===== src/rtl/atree_acc.sv =====
// atree_acc: accumulates unsigned adder-tree sums over a burst of beats, then
// presents a shifted, saturated result until downstream takes it.
//
// Handshake: a beat transfers on a rising edge where in_valid && in_ready;
// a result transfers on a rising edge where out_valid && out_ready. Neither
// ready depends combinationally on the partner's valid. A synchronous clear
// overrides both transfers in the same cycle.
//
// The block alternates between two states:
//   ACC  : in_ready=1, out_valid=0, beats summed into acc
//   HOLD : in_ready=0, out_valid=1, result registers frozen
module atree_acc #(
    parameter int IN_WIDTH  = 10,
    parameter int ACC_WIDTH = 16,
    parameter int OUT_WIDTH = 8,
    parameter int SHIFT     = 2,
    parameter int MAX_TERMS = 16,
    localparam int CW       = $clog2(MAX_TERMS + 1)
) (
    input  logic                 clk,
    input  logic                 rst_n,
    input  logic                 clear,
    input  logic                 in_valid,
    output logic                 in_ready,
    input  logic [IN_WIDTH-1:0]  in_data,
    input  logic                 in_last,
    output logic                 out_valid,
    input  logic                 out_ready,
    output logic [OUT_WIDTH-1:0] out_data,
    output logic [CW-1:0]        out_count,
    output logic                 out_sat
);

    localparam int AW1 = ACC_WIDTH + 1;

    typedef enum logic {
        ST_ACC  = 1'b0,
        ST_HOLD = 1'b1
    } state_t;

    state_t state;
    state_t state_nxt;

    // running accumulation for the result in progress
    logic [ACC_WIDTH-1:0] acc;
    logic [CW-1:0]        cnt;
    logic                 sat;

    // datapath for the beat currently offered
    logic                 beat_acc;
    logic                 beat_done;
    logic [AW1-1:0]       sum_wide;
    logic                 sum_ovf;
    logic [ACC_WIDTH-1:0] acc_sum;
    logic [CW-1:0]        cnt_inc;
    logic [ACC_WIDTH-1:0] shifted;
    logic                 clamp;
    logic [OUT_WIDTH-1:0] res_data;

    assign beat_acc  = in_valid && in_ready && !clear;
    assign cnt_inc   = cnt + CW'(1);
    assign beat_done = beat_acc && (in_last || (cnt_inc == CW'(MAX_TERMS)));

    // Saturating add; the first beat loads rather than adds so a stale acc can
    // never leak into a new result. in_data is zero-extended (unsigned).
    always_comb begin
        sum_wide = AW1'(in_data);
        if (cnt != '0) begin
            sum_wide = {1'b0, acc} + AW1'(in_data);
        end
        sum_ovf = sum_wide[ACC_WIDTH];
        acc_sum = sum_ovf ? {ACC_WIDTH{1'b1}} : sum_wide[ACC_WIDTH-1:0];
    end

    // Result formatting: shift, then clamp anything that does not fit OUT_WIDTH.
    always_comb begin
        shifted  = acc_sum >> SHIFT;
        clamp    = |(shifted >> OUT_WIDTH);
        res_data = clamp ? {OUT_WIDTH{1'b1}} : OUT_WIDTH'(shifted);
    end

    // State register.
    always_ff @(posedge clk or negedge rst_n) begin
        if (!rst_n) begin
            state <= ST_ACC;
        end else begin
            state <= state_nxt;
        end
    end

    // Next-state logic; clear wins over both handshakes.
    always_comb begin
        state_nxt = state;
        case (state)
            ST_ACC: begin
                if (!clear && beat_done) begin
                    state_nxt = ST_HOLD;
                end
            end
            ST_HOLD: begin
                if (clear || out_ready) begin
                    state_nxt = ST_ACC;
                end
            end
            default: state_nxt = ST_ACC;
        endcase
    end

    // State-decoded handshake outputs.
    always_comb begin
        in_ready  = 1'b0;
        out_valid = 1'b0;
        case (state)
            ST_ACC:  in_ready  = 1'b1;
            ST_HOLD: out_valid = 1'b1;
            default: in_ready  = 1'b1;
        endcase
    end

    // Accumulator, beat counter and sticky saturation for the current result.
    always_ff @(posedge clk or negedge rst_n) begin
        if (!rst_n) begin
            acc <= '0;
            cnt <= '0;
            sat <= 1'b0;
        end else if (clear || (out_valid && out_ready)) begin
            acc <= '0;
            cnt <= '0;
            sat <= 1'b0;
        end else if (beat_acc) begin
            acc <= acc_sum;
            cnt <= cnt_inc;
            sat <= sat | sum_ovf;
        end
    end

    // Result registers: captured on the final beat, frozen throughout HOLD.
    always_ff @(posedge clk or negedge rst_n) begin
        if (!rst_n) begin
            out_data  <= '0;
            out_count <= '0;
            out_sat   <= 1'b0;
        end else if (beat_done) begin
            out_data  <= res_data;
            out_count <= cnt_inc;
            out_sat   <= sat | sum_ovf | clamp;
        end
    end

endmodule


===== config.mk =====
export PLATFORM = sky130hd
export DESIGN_NAME = atree_acc
export DESIGN_NICKNAME = d
export VERILOG_FILES = /design/src/rtl/atree_acc.sv
export SDC_FILE = /design/constraint.sdc
export NUM_CORES = 1
export LEC_CHECK = 0
export ABC_AREA = 0
export ABC_CLOCK_PERIOD_IN_PS = 3080
export CAP_MARGIN = 20
export CORE_ASPECT_RATIO = 1.25
export CORE_MARGIN = 2
export CORE_UTILIZATION = 40
export CTS_BUF_LIST = sky130_fd_sc_hd__clkbuf_8
export CTS_CLUSTER_SIZE = 25
export DETAILED_ROUTE_END_ITERATION = 16
export SYNTH_ARGS = -nofsm -noshare
export SYNTH_HDL_FRONTEND = slang
export SYNTH_SLANG_ARGS = --single-unit

===== constraint.sdc =====
create_clock -name clk -period 3.08 [get_ports clk]
set_input_delay 0.616 -clock clk [delete_from_list [all_inputs] [get_ports clk]]
set_output_delay 0.616 -clock clk [all_outputs]
set_load 0.03 [all_outputs]

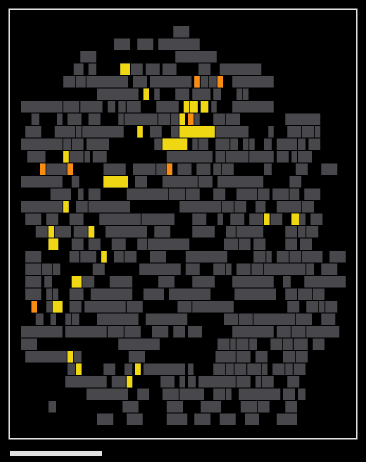
Figure 1: selected gate families.
The bar under the picture is 20 um long.
| family | color | cells |
|---|---|---|
| inverters | orange | 7 |
| NOR gates | yellow | 24 |
dominant logic cell type in the layout: buf_4
Final Non-Filler Cells: 416
Comb/total area: 0.475

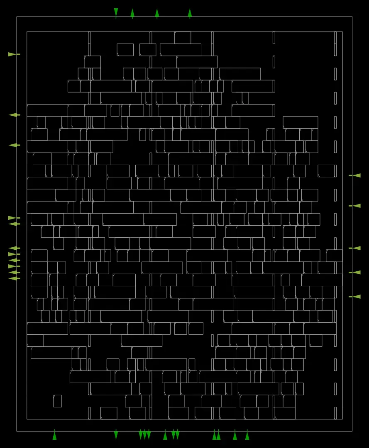
Figure 2: placement view.
fill count: 580
sequential share of cell area: 0.268

[power by group through the flow]
stage | sequential (W) | clock [W] | combinational (W)
detailed placement | 0.000598 | 0 | 0.000575
floorplan | 0.000676 | 0 | 0.000248
global placement | 0.000599 | 0 | 0.000569
global route | 0.000597 | 0.000399 | 0.000657
CTS | 0.000590 | 0.000384 | 0.000602
finish | 0.000590 | 0.000376 | 0.000606
[per-layer routing]
metal  vias up  routed length, um  global-route usage
met2        56               3490               0.346
met5         -                  0                   0
met1      1096               3120               0.297
li1       1124                  -                   -
met4         0                 67              0.0556
met3         6                283              0.0280
[sequential cells by signal, summed over array words and instances, names as in the netlist]
name / cells
acc: 16
sat: 1
out_data: 8
state: 1
cnt: 5
out_count: 5
out_sat: 1
==> results.yml <==
# synthesis and place-and-route metrics
pwr:
  power_w: 0.00157
  p_sw_frac: 0.346
  p_clk_frac: 0.239
  p_comb_frac: 0.386
  power.switching_w: 0.000544
  p_per_area_mw_per_mm2: 455
  pwr-share-seq: 0.375
yosys:
  synth_top_area_share: 0.364
  netlist_logic_family_top: "AND-OR/OR-AND gates"
  avgSynthCellArea_um2: 9.74
  synth-area-yosys_mm2: 0.00254
  yosysMostFrequentCell: "dfrtp_1"
  synthesis.area_mm2: 0.00254
  yosys.cell_types.count: 62
  netlist_top_cells_count: "37 x dfrtp_1, 32 x nand2_1, 14 x nor2_1, 13 x a21oi_1, 13 x ha_1"
  yosys.stat.seqShare: 0.364
  yosys_warnings: 0
  ys_sh_adder: 0.0719
  mux_area_frac: 0.00984
  largest_area_cell: "dfrtp_1"
  topCellsByArea: "dfrtp_1 36%, ha_1 6.4%, nand2_1 4.7%"
  synth_top_flop_cell: "dfrtp_1"
  xor_share: 0.0379
  syn_inst: 261
  edf_count: 0
setup_path:
  worstPathCellList: "clkdlybuf4s50_1, ha_4, a41o_1, a221oi_2, o221ai_2, mux2i_2, a2111oi_4, o31ai_4, o32a_1"
  crit_family: "AND-OR/OR-AND gates"
  r2r_cells: 9
  worstSetupStartpointType: "primary input"
  critPathBufInv: 1
  worstPathMaxFanout: 5
  crit_required_ns: 3.25
  cp-startpoint: "in_data[7]"
  r2r-start: "acc[0]"
  critical-path-max-stage-delay_ns: 0.54
  crit_end: "out_data[7]"
  crit_arrival_ns: 3.20
  critPathCaptureType: "flop"
  critPathKind: "in -> reg"
  crit_slowest_cell: "clkdlybuf4s50_1"
  cp.depth: 9
routing:
  routed_wl_um: 6960
  dr.pass1.iters: 4
  ant_nets: 0
  wl_per_cell_um: 16.7
  drt_iter0_markers: 101
  drcViolationCount: 0
  vias_per_cell: 5.49
placed_design:
  dp_cells: 406
  gp_congestion: 0.880
  dp_hpwl_um: 4920
  place_area_mm2: 0.00320
clocking:
  ctsResizeCount: 17
  numCtsBuffers: 5
  cts_root_buf: "clkbuf_8"
  cts_sinks: 37
  clock_path_buffers: 2
  clk_latency_ns: 0.29
timing:
  setup_viol: 0
  finalHoldViolCount: 0
  post-route-period-util: 0.982
  finClkSkew_ns: 0.00348
  rsz0062_at_grt: "no"
  tightest_slew_ns: 0.842
  slew-limit-headroom: 0.438
  slew_viol_final: 0
  finalHoldWorstSlack_ns: 0.426
layout:
  seq_cells: 37
  num-nets-final: 360
  logic_area_mm2: 0.00164
  clockNetworkAreaShare: 0.0293
  comb.multi_input.count: 205
  inv_count: 7
  drive_above_1_share: 0.257
  lay_top_cells: "41 x buf_4, 37 x dfrtp_1, 32 x nand2_1"
  area_growth_pct: 35.9
  ff_latch_area_um2: 926
  final_cell_area_mm2: 0.00345
floorplanning:
  die_y_um: 93.1
  fp_util: 0.412
  io_pins: 32
  dieArea_mm2: 0.00701
  num_rows: 32
global_routing:
  grt_max_degree: 38
  antenna_found_initial: 0
  grt_overflow: 0
  grt_pass1_vias: 2282
flow_run:
  cap_violations: 0
outcome:
  status: "finished clean"
Power and IR drop assume default switching activity.
